Figure 1. Signal wires on met3 (run 1).
(4 px per micron)
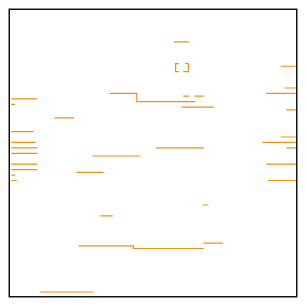
Figure 2. Placement view (run 1).
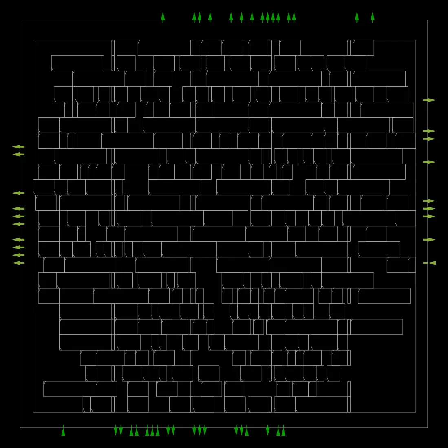
Figure 3. Metal 2 (run 1).
(4 px per micron)
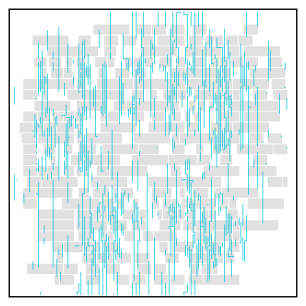
--- src/rtl/seq_controller_pkg.sv ---
// ============================================================================
// seq_controller_pkg : shared states, status codes and icode sets
// Revision 1.0
// ============================================================================
`default_nettype none

package seq_controller_pkg;

    typedef logic [2:0] state_t;

    localparam state_t c_ST_IDLE    = 3'd0;
    localparam state_t c_ST_FETCH   = 3'd1;
    localparam state_t c_ST_DECODE  = 3'd2;
    localparam state_t c_ST_EXECUTE = 3'd3;
    localparam state_t c_ST_MEMORY  = 3'd4;
    localparam state_t c_ST_WB      = 3'd5;
    localparam state_t c_ST_PCUPD   = 3'd6;
    localparam state_t c_ST_HALT    = 3'd7;

    localparam logic [2:0] c_STAT_AOK = 3'd1;
    localparam logic [2:0] c_STAT_HLT = 3'd2;
    localparam logic [2:0] c_STAT_ADR = 3'd3;
    localparam logic [2:0] c_STAT_INS = 3'd4;

    localparam logic [3:0] c_IC_HALT   = 4'h0;
    localparam logic [3:0] c_IC_NOP    = 4'h1;
    localparam logic [3:0] c_IC_RRMOVQ = 4'h2;
    localparam logic [3:0] c_IC_IRMOVQ = 4'h3;
    localparam logic [3:0] c_IC_RMMOVQ = 4'h4;
    localparam logic [3:0] c_IC_MRMOVQ = 4'h5;
    localparam logic [3:0] c_IC_OPQ    = 4'h6;
    localparam logic [3:0] c_IC_JXX    = 4'h7;
    localparam logic [3:0] c_IC_CALL   = 4'h8;
    localparam logic [3:0] c_IC_RET    = 4'h9;
    localparam logic [3:0] c_IC_PUSHQ  = 4'hA;
    localparam logic [3:0] c_IC_POPQ   = 4'hB;

    // Instructions that touch data memory in the MEMORY stage.
    function automatic logic is_mem_icode(input logic [3:0] ic);
        return (ic == c_IC_RMMOVQ) || (ic == c_IC_MRMOVQ) || (ic == c_IC_CALL) ||
               (ic == c_IC_RET)    || (ic == c_IC_PUSHQ)  || (ic == c_IC_POPQ);
    endfunction

    // Instructions that write the register file in WRITEBACK.
    function automatic logic is_wb_icode(input logic [3:0] ic);
        return (ic == c_IC_RRMOVQ) || (ic == c_IC_IRMOVQ) || (ic == c_IC_MRMOVQ) ||
               (ic == c_IC_OPQ)    || (ic == c_IC_CALL)   || (ic == c_IC_RET)    ||
               (ic == c_IC_PUSHQ)  || (ic == c_IC_POPQ);
    endfunction

endpackage

`default_nettype wire

--- src/rtl/seq_controller_mem_wait_timer.sv ---
// ============================================================================
// mem_wait_timer : clear/increment wait counter with timeout flag
// Revision 1.0
// ============================================================================
`default_nettype none

module mem_wait_timer #(
    parameter int MEM_TIMEOUT = 15
) (
    input  logic clk,
    input  logic rst,
    input  logic clear_i,
    input  logic inc_i,
    output logic timeout_o
);

    localparam int c_CW = $clog2(MEM_TIMEOUT + 1);

    logic [c_CW-1:0] count_q;
    logic [c_CW-1:0] count_d;

    assign timeout_o = (count_q == c_CW'(MEM_TIMEOUT));

    // Saturates at the limit so the flag stays up until cleared.
    always_comb begin
        count_d = count_q;
        if (clear_i) begin
            count_d = '0;
        end else if (inc_i && !timeout_o) begin
            count_d = count_q + c_CW'(1);
        end
    end

    always_ff @(posedge clk or posedge rst) begin
        if (rst) begin
            count_q <= '0;
        end else begin
            count_q <= count_d;
        end
    end

endmodule

`default_nettype wire

--- src/rtl/seq_controller.sv ---
// ============================================================================
// seq_controller : multi-cycle Y86-style stage sequencer with fault handling
// Revision 1.0
// ============================================================================
`default_nettype none

module seq_controller
    import seq_controller_pkg::*;
#(
    parameter int MEM_TIMEOUT = 15
) (
    input  logic        clk,
    input  logic        rst,
    input  logic        start_i,
    input  logic [3:0]  icode_i,
    input  logic        imem_error_i,
    input  logic        mem_ready_i,
    input  logic        dmem_error_i,
    output logic        fetch_en_o,
    output logic        decode_en_o,
    output logic        execute_en_o,
    output logic        memory_en_o,
    output logic        wb_en_o,
    output logic        pc_en_o,
    output logic        mem_req_o,
    output logic [2:0]  stat_o,
    output logic        busy_o,
    output logic [31:0] instr_count_o
);

    state_t      state_q, state_d;
    logic [3:0]  icode_q, icode_d;
    logic [2:0]  stat_q, stat_d;
    logic [31:0] count_q, count_d;

    logic w_in_mem;
    logic w_outstanding;
    logic w_timeout;

    assign w_in_mem      = (state_q == c_ST_MEMORY);
    // A request is live only in MEMORY for a memory icode that has not timed out.
    assign w_outstanding = w_in_mem && is_mem_icode(icode_q) && !w_timeout;

    mem_wait_timer #(
        .MEM_TIMEOUT (MEM_TIMEOUT)
    ) u_mem_wait_timer (
        .clk       (clk),
        .rst       (rst),
        .clear_i   (!w_in_mem),
        .inc_i     (w_outstanding && !mem_ready_i),
        .timeout_o (w_timeout)
    );

    always_comb begin
        state_d = state_q;
        icode_d = icode_q;
        stat_d  = stat_q;
        count_d = count_q;
        case (state_q)
            c_ST_IDLE: begin
                if (start_i) state_d = c_ST_FETCH;
            end
            c_ST_FETCH: begin
                if (imem_error_i) begin
                    stat_d  = c_STAT_ADR;
                    state_d = c_ST_HALT;
                end else if (icode_i > c_IC_POPQ) begin
                    stat_d  = c_STAT_INS;
                    state_d = c_ST_HALT;
                end else if (icode_i == c_IC_HALT) begin
                    stat_d  = c_STAT_HLT;
                    state_d = c_ST_HALT;
                end else begin
                    icode_d = icode_i;
                    state_d = c_ST_DECODE;
                end
            end
            c_ST_DECODE:  state_d = c_ST_EXECUTE;
            c_ST_EXECUTE: state_d = c_ST_MEMORY;
            c_ST_MEMORY: begin
                if (!is_mem_icode(icode_q)) begin
                    state_d = c_ST_WB;
                end else if (w_timeout) begin
                    stat_d  = c_STAT_ADR;
                    state_d = c_ST_HALT;
                end else if (mem_ready_i) begin
                    if (dmem_error_i) begin
                        stat_d  = c_STAT_ADR;
                        state_d = c_ST_HALT;
                    end else begin
                        state_d = c_ST_WB;
                    end
                end
            end
            c_ST_WB: state_d = c_ST_PCUPD;
            c_ST_PCUPD: begin
                count_d = count_q + 32'd1;
                state_d = c_ST_FETCH;
            end
            c_ST_HALT: state_d = c_ST_HALT;
            default:   state_d = c_ST_IDLE;
        endcase
    end

    always_ff @(posedge clk or posedge rst) begin
        if (rst) begin
            state_q <= c_ST_IDLE;
            icode_q <= c_IC_NOP;
            stat_q  <= c_STAT_AOK;
            count_q <= '0;
        end else begin
            state_q <= state_d;
            icode_q <= icode_d;
            stat_q  <= stat_d;
            count_q <= count_d;
        end
    end

    assign fetch_en_o    = (state_q == c_ST_FETCH);
    assign decode_en_o   = (state_q == c_ST_DECODE);
    assign execute_en_o  = (state_q == c_ST_EXECUTE);
    assign memory_en_o   = w_in_mem;
    assign wb_en_o       = (state_q == c_ST_WB) && is_wb_icode(icode_q);
    assign pc_en_o       = (state_q == c_ST_PCUPD);
    // Request drops in the same cycle the completion is seen.
    assign mem_req_o     = w_outstanding && !mem_ready_i;
    assign stat_o        = stat_q;
    assign busy_o        = (state_q != c_ST_IDLE) && (state_q != c_ST_HALT);
    assign instr_count_o = count_q;

endmodule

`default_nettype wire

--- config.mk ---
export PLATFORM = sky130hd
export DESIGN_NAME = seq_controller
export DESIGN_NICKNAME = d
export VERILOG_FILES = /design/src/rtl/seq_controller_pkg.sv /design/src/rtl/seq_controller_mem_wait_timer.sv /design/src/rtl/seq_controller.sv
export SDC_FILE = /design/constraint.sdc
export NUM_CORES = 1
export LEC_CHECK = 0
export CAP_MARGIN = 10
export CORE_MARGIN = 2
export CORE_UTILIZATION = 50
export DETAILED_ROUTE_END_ITERATION = 10
export GPL_TIMING_DRIVEN = 0
export PLACE_DENSITY = 0.79
export SYNTH_ARGS = -nofsm -noshare
export SYNTH_HDL_FRONTEND = slang
export SYNTH_SLANG_ARGS = --single-unit
export TNS_END_PERCENT = 1
--- constraint.sdc ---
create_clock -name clk -period 2.4 [get_ports clk]
set_input_delay 0.24 -clock clk [delete_from_list [all_inputs] [get_ports clk]]
set_output_delay 0.24 -clock clk [all_outputs]
set_load 0.01 [all_outputs]
==> run_summary.xml, run 1 <==
<?xml version="1.0" encoding="UTF-8"?>
<metrics>
  <group name="status">
    <metric name="status" unit="">complete, no violations</metric>
  </group>
  <group name="placed_design">
    <metric name="placedInstanceArea" unit="sq um">2890</metric>
    <metric name="pre_cts_ws" unit="ns">0.124</metric>
    <metric name="dpl.hpwl" unit="mm">3.37</metric>
    <metric name="port-buffer-count" unit="">52</metric>
    <metric name="globalplace.congestion" unit="">0.789</metric>
    <metric name="post-place-cells" unit="">316</metric>
  </group>
  <group name="setup_path">
    <metric name="timing.critical_path.from_type" unit="">flop</metric>
    <metric name="cp_cell_sequence" unit="">clkbuf_1 &gt; or3b_1 &gt; inv_2 &gt; clkdlybuf4s50_1</metric>
    <metric name="critPathSlowestCell" unit="">clkdlybuf4s50_1</metric>
    <metric name="crit_path_end" unit="">fetch_en_o</metric>
    <metric name="worst_r2r_path_depth" unit="">4</metric>
    <metric name="r2r-end" unit="">instr_count_o[28]$_DFFE_PP0P_</metric>
    <metric name="path_class" unit="">reg -&gt; out</metric>
    <metric name="critical_path.top_delay_family" unit="">buffers and inverters</metric>
    <metric name="worst-endpoint-arrival" unit="ns">2.03</metric>
    <metric name="worst-path-max-fanout" unit="">10</metric>
    <metric name="crit_buf_inv" unit="">3</metric>
    <metric name="path_depth" unit="">4</metric>
    <metric name="type_of_destination_of_the_critical_path" unit="">output pin</metric>
    <metric name="critPathMaxStageDelay" unit="ns">0.53</metric>
    <metric name="regToRegStartpoint" unit="">instr_count_o[15]$_DFFE_PP0P_</metric>
    <metric name="r2r_setup_slack" unit="ns">0.44</metric>
    <metric name="critPathLaunch" unit="">state_q[1]$_DFFE_PP0P_</metric>
  </group>
  <group name="yosys">
    <metric name="synthesized_nets" unit="">223</metric>
    <metric name="yosys-mux-area-fraction" unit="%">2.41</metric>
    <metric name="yosysUniqueCellTypes" unit="">46</metric>
    <metric name="ys_seq_share" unit="%">50.6</metric>
    <metric name="yosys_area" unit="sq um">2280</metric>
    <metric name="syn_area" unit="sq um">2280</metric>
    <metric name="synth.cellmix.simpleShare" unit="%">23.7</metric>
    <metric name="most_used_flip_flop_cell" unit="">dfrtp_1</metric>
    <metric name="post_synthesis_cell_count" unit="">211</metric>
    <metric name="post_synth_main_logic_family" unit="">simple AND/OR/NAND/NOR gates</metric>
    <metric name="post_synth_fa_ha_maj_area_fraction" unit="%">1.10</metric>
    <metric name="synthArstFlopShare" unit="%">100</metric>
    <metric name="synth-warning-count" unit="">0</metric>
    <metric name="post_synth_tally_of_flip_flops_with_integrated_enable" unit="">0</metric>
    <metric name="synthTopCellsByCount" unit="">dfrtp_1 (44), xnor2_1 (25), nand4_1 (18)</metric>
    <metric name="synth.yosys.num_cells" unit="">211</metric>
  </group>
  <group name="clocking">
    <metric name="cts_buffers" unit="">5</metric>
    <metric name="postCtsSetupRepairBufs" unit="">1</metric>
    <metric name="tritoncts" unit="">built</metric>
    <metric name="clock_tree.root_cell" unit="">clkbuf_8</metric>
    <metric name="clk_pin_slew_worst_paths" unit="ns">0.08</metric>
    <metric name="h-tree-depth" unit="">2</metric>
    <metric name="clk-insertion-delay-late" unit="ns">0.32</metric>
    <metric name="numClockSinks" unit="">46</metric>
  </group>
  <group name="power">
    <metric name="power_clock" unit="W">0.000480</metric>
    <metric name="p_per_area" unit="nW/um^2">769</metric>
    <metric name="comb_power_share" unit="%">33.9</metric>
    <metric name="total_leakage_power" unit="nW">1.28</metric>
    <metric name="net_sw_share" unit="%">33.7</metric>
    <metric name="powerComb" unit="W">0.000778</metric>
    <metric name="p_sw" unit="W">0.000773</metric>
  </group>
  <group name="cells_and_area">
    <metric name="num_antenna_cells" unit="">0</metric>
    <metric name="largest_cell_class" unit="">flip-flops and latches</metric>
    <metric name="final_layout_size_suffix_gt1_share" unit="%">11.4</metric>
    <metric name="areaGrowthSynthToFinish" unit="%">30.9</metric>
    <metric name="layout.cells.most_common_list" unit="">clkdlybuf4s50_1 (51), dfrtp_1 (44), xnor2_1 (25)</metric>
    <metric name="nets" unit="">284</metric>
    <metric name="bufAreaShareNonClock" unit="%">19.5</metric>
    <metric name="layout.area.comb" unit="sq um">1060</metric>
    <metric name="fillCellCount" unit="">361</metric>
    <metric name="final.clkbuf_count" unit="">5</metric>
  </group>
  <group name="die">
    <metric name="ios" unit="">53</metric>
    <metric name="die-area" unit="sq um">5120</metric>
    <metric name="floorplan.die.height" unit="microns">71.5</metric>
    <metric name="die_w" unit="microns">71.5</metric>
    <metric name="fp_util" unit="%">52.0</metric>
  </group>
  <group name="detailed_routing">
    <metric name="amount_of_wire_on_met3_after_detailed_routing" unit="microns">220</metric>
    <metric name="met2WireLength" unit="mm">2.25</metric>
    <metric name="detail_route.wirelength" unit="mm">4.75</metric>
    <metric name="detail_route.wirelength.met1" unit="mm">2.20</metric>
    <metric name="drt-pass1-iter-count" unit="">4</metric>
    <metric name="wire_per_inst" unit="microns">14.6</metric>
    <metric name="routed_antenna_nets" unit="">0</metric>
  </group>
  <group name="final_timing">
    <metric name="maxSlewHeadroom" unit="%">32.9</metric>
    <metric name="drv_slew" unit="">0</metric>
    <metric name="final_min_period" unit="ns">2.27</metric>
    <metric name="holdWs" unit="ns">0.118</metric>
    <metric name="unrepaired_setup_endpoints_after_global_routing" unit="">false</metric>
    <metric name="setup_skew_after_layout" unit="ns">0.0137</metric>
    <metric name="final_min_period_over_clock_period" unit="%">94.7</metric>
    <metric name="fmaxAchievable" unit="MHz">440</metric>
    <metric name="fin_setup_tns" unit="ns">0</metric>
    <metric name="setup_slack" unit="ns">0.127</metric>
  </group>
  <group name="global_routing">
    <metric name="top_usage_layer" unit="">met2</metric>
    <metric name="overflow_after_grt" unit="">0</metric>
    <metric name="use_met3" unit="%">5.20</metric>
    <metric name="vias_in_the_first_global_route" unit="">1677</metric>
    <metric name="initial_antenna_violation_count" unit="">0</metric>
    <metric name="grt_max_degree" unit="">43</metric>
    <metric name="grtUsageMet1" unit="%">27.8</metric>
    <metric name="grt.total_usage" unit="%">19.8</metric>
    <metric name="grt_pass1_wl" unit="mm">7.83</metric>
  </group>
  <group name="worst_hold_path">
    <metric name="worst_hold_path_type" unit="">in -&gt; async</metric>
  </group>
</metrics>
Notes on Figure 1 above:
share of all routed wire = 4.6%
main direction = horizontal

Notes on Figure 2 above:
non-filler cells, final: 325
FF+latch count: 46
Placement Rows: 24
number of tap cells added at floorplan: 52
share of cell area taken by flip-flops and latches: 38.7%

Notes on Figure 3 above:
nets with wire on the layer = 254
longest straight run = 27.2 microns
main direction = vertical

--- run 2 (diff from run 1) ---
CAP_MARGIN = 20   (was 10)
PLACE_DENSITY = default   (was 0.79)
PLACE_DENSITY_LB_ADDON = 0.2   (was default)
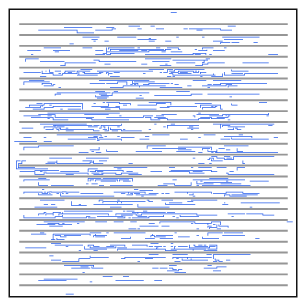
Figure 4: run 2, M1 wires.
(4 px per micron) Supply wires on this layer in gray.
share of all routed wire = 47%
wire length on this layer = 2160 microns
nets with wire on the layer = 236
longest straight run = 17.9 microns
main direction = horizontal

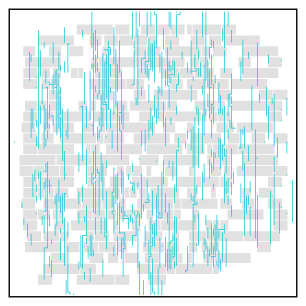
Figure 5: run 2, metal 2.
(4 px per micron)
wire length on this layer = 2180 microns
nets with wire on the layer = 253

==> run_summary.xml, run 2 <==
<?xml version="1.0" encoding="UTF-8"?>
<metrics>
  <group name="status">
    <metric name="status" unit="">complete, no violations</metric>
  </group>
  <group name="global_routing">
    <metric name="grt_max_degree" unit="">36</metric>
    <metric name="use_met3" unit="%">4.08</metric>
    <metric name="overflow_after_grt" unit="">0</metric>
    <metric name="top_usage_layer" unit="">met2</metric>
    <metric name="grt_pass1_wl" unit="mm">8.10</metric>
    <metric name="initial_antenna_violation_count" unit="">0</metric>
    <metric name="grt.total_usage" unit="%">19.7</metric>
    <metric name="vias_in_the_first_global_route" unit="">1730</metric>
  </group>
  <group name="clocking">
    <metric name="clk_pin_slew_worst_paths" unit="ns">0.08</metric>
    <metric name="clk-insertion-delay-late" unit="ns">0.30</metric>
    <metric name="cts_buffers" unit="">5</metric>
    <metric name="clock_tree.root_cell" unit="">clkbuf_8</metric>
    <metric name="numClockSinks" unit="">46</metric>
    <metric name="postCtsSetupRepairBufs" unit="">1</metric>
    <metric name="tritoncts" unit="">built</metric>
  </group>
  <group name="detailed_routing">
    <metric name="drt-pass1-iter-count" unit="">4</metric>
    <metric name="met2WireLength" unit="mm">2.18</metric>
    <metric name="detail_route.wirelength" unit="mm">4.63</metric>
    <metric name="wire_per_inst" unit="microns">14.3</metric>
    <metric name="detail_route.wirelength.met1" unit="mm">2.16</metric>
    <metric name="amount_of_wire_on_met3_after_detailed_routing" unit="microns">237</metric>
  </group>
  <group name="yosys">
    <metric name="syn_area_per_cell" unit="sq um">10.8</metric>
    <metric name="most_used_flip_flop_cell" unit="">dfrtp_1</metric>
    <metric name="post_synth_fa_ha_maj_area_fraction" unit="%">1.10</metric>
    <metric name="syn_area" unit="sq um">2280</metric>
    <metric name="synth.cellmix.simpleShare" unit="%">23.7</metric>
    <metric name="synthesized_nets" unit="">223</metric>
    <metric name="post_synth_main_logic_family" unit="">simple AND/OR/NAND/NOR gates</metric>
    <metric name="post_synthesis_cell_count" unit="">211</metric>
    <metric name="ys_seq_share" unit="%">50.6</metric>
    <metric name="synth.yosys.num_cells" unit="">211</metric>
    <metric name="synth-warning-count" unit="">0</metric>
    <metric name="synthArstFlopShare" unit="%">100</metric>
    <metric name="synthTopCellsByCount" unit="">dfrtp_1 (44), xnor2_1 (25), nand4_1 (18)</metric>
    <metric name="yosys-mux-area-fraction" unit="%">2.41</metric>
    <metric name="yosysUniqueCellTypes" unit="">46</metric>
    <metric name="yosys_area" unit="sq um">2280</metric>
  </group>
  <group name="cells_and_area">
    <metric name="nNonClkBuffers" unit="">60</metric>
    <metric name="final_layout_size_suffix_gt1_share" unit="%">11.8</metric>
    <metric name="layout.area.comb" unit="sq um">1070</metric>
    <metric name="bufAreaShareNonClock" unit="%">19.3</metric>
    <metric name="layout.cells.most_common_list" unit="">clkdlybuf4s50_1 (51), dfrtp_1 (44), xnor2_1 (25)</metric>
    <metric name="nets" unit="">283</metric>
    <metric name="areaGrowthSynthToFinish" unit="%">31.8</metric>
    <metric name="seq-cell-share" unit="%">38.4</metric>
    <metric name="fillCellCount" unit="">361</metric>
    <metric name="ff_count" unit="">46</metric>
    <metric name="final.clkbuf_count" unit="">5</metric>
    <metric name="num_antenna_cells" unit="">0</metric>
    <metric name="largest_cell_class" unit="">flip-flops and latches</metric>
  </group>
  <group name="final_timing">
    <metric name="final_min_period_over_clock_period" unit="%">94.5</metric>
    <metric name="holdWs" unit="ns">0.185</metric>
    <metric name="setup_slack" unit="ns">0.132</metric>
    <metric name="final_min_period" unit="ns">2.27</metric>
    <metric name="fin_setup_tns" unit="ns">0</metric>
    <metric name="maxSlewHeadroom" unit="%">37.5</metric>
    <metric name="fmaxAchievable" unit="MHz">441</metric>
    <metric name="setup_skew_after_layout" unit="ns">0.00834</metric>
    <metric name="unrepaired_setup_endpoints_after_global_routing" unit="">false</metric>
    <metric name="drv_slew" unit="">0</metric>
  </group>
  <group name="placed_design">
    <metric name="dpl.hpwl" unit="mm">3.32</metric>
    <metric name="globalplace.congestion" unit="">0.785</metric>
    <metric name="placedInstanceArea" unit="sq um">2890</metric>
    <metric name="port-buffer-count" unit="">52</metric>
    <metric name="post-place-cells" unit="">316</metric>
    <metric name="pre_cts_ws" unit="ns">0.163</metric>
  </group>
  <group name="power">
    <metric name="comb_power_share" unit="%">32.6</metric>
    <metric name="net_sw_share" unit="%">31.8</metric>
    <metric name="power_clock" unit="W">0.000571</metric>
    <metric name="p_per_area" unit="nW/um^2">792</metric>
    <metric name="total_leakage_power" unit="nW">1.31</metric>
    <metric name="p_sw" unit="W">0.000756</metric>
    <metric name="powerComb" unit="W">0.000777</metric>
  </group>
  <group name="die">
    <metric name="floorplan.die.height" unit="microns">71.5</metric>
    <metric name="core.rowCount" unit="">24</metric>
    <metric name="die_w" unit="microns">71.5</metric>
    <metric name="die-area" unit="sq um">5120</metric>
    <metric name="ios" unit="">53</metric>
    <metric name="fp_util" unit="%">52.0</metric>
    <metric name="tapcell.inserted" unit="">52</metric>
  </group>
  <group name="setup_path">
    <metric name="regToRegStartpoint" unit="">instr_count_o[15]$_DFFE_PP0P_</metric>
    <metric name="worst-endpoint-arrival" unit="ns">2.03</metric>
    <metric name="path_class" unit="">reg -&gt; out</metric>
    <metric name="critPathMaxStageDelay" unit="ns">0.53</metric>
    <metric name="r2r-end" unit="">instr_count_o[31]$_DFFE_PP0P_</metric>
    <metric name="critical_path.top_delay_family" unit="">buffers and inverters</metric>
    <metric name="critPathSlowestCell" unit="">clkdlybuf4s50_1</metric>
    <metric name="critPathLaunch" unit="">state_q[1]$_DFFE_PP0P_</metric>
    <metric name="worst_r2r_path_depth" unit="">4</metric>
    <metric name="path_depth" unit="">4</metric>
    <metric name="worst-path-max-fanout" unit="">10</metric>
    <metric name="cp_cell_sequence" unit="">clkbuf_1 &gt; or3b_1 &gt; inv_2 &gt; clkdlybuf4s50_1</metric>
    <metric name="type_of_destination_of_the_critical_path" unit="">output pin</metric>
    <metric name="timing.critical_path.from_type" unit="">flop</metric>
    <metric name="crit_buf_inv" unit="">3</metric>
    <metric name="crit_path_end" unit="">fetch_en_o</metric>
  </group>
  <group name="worst_hold_path">
    <metric name="worst_hold_path_type" unit="">in -&gt; async</metric>
  </group>
</metrics>
Power and IR drop assume default switching activity.
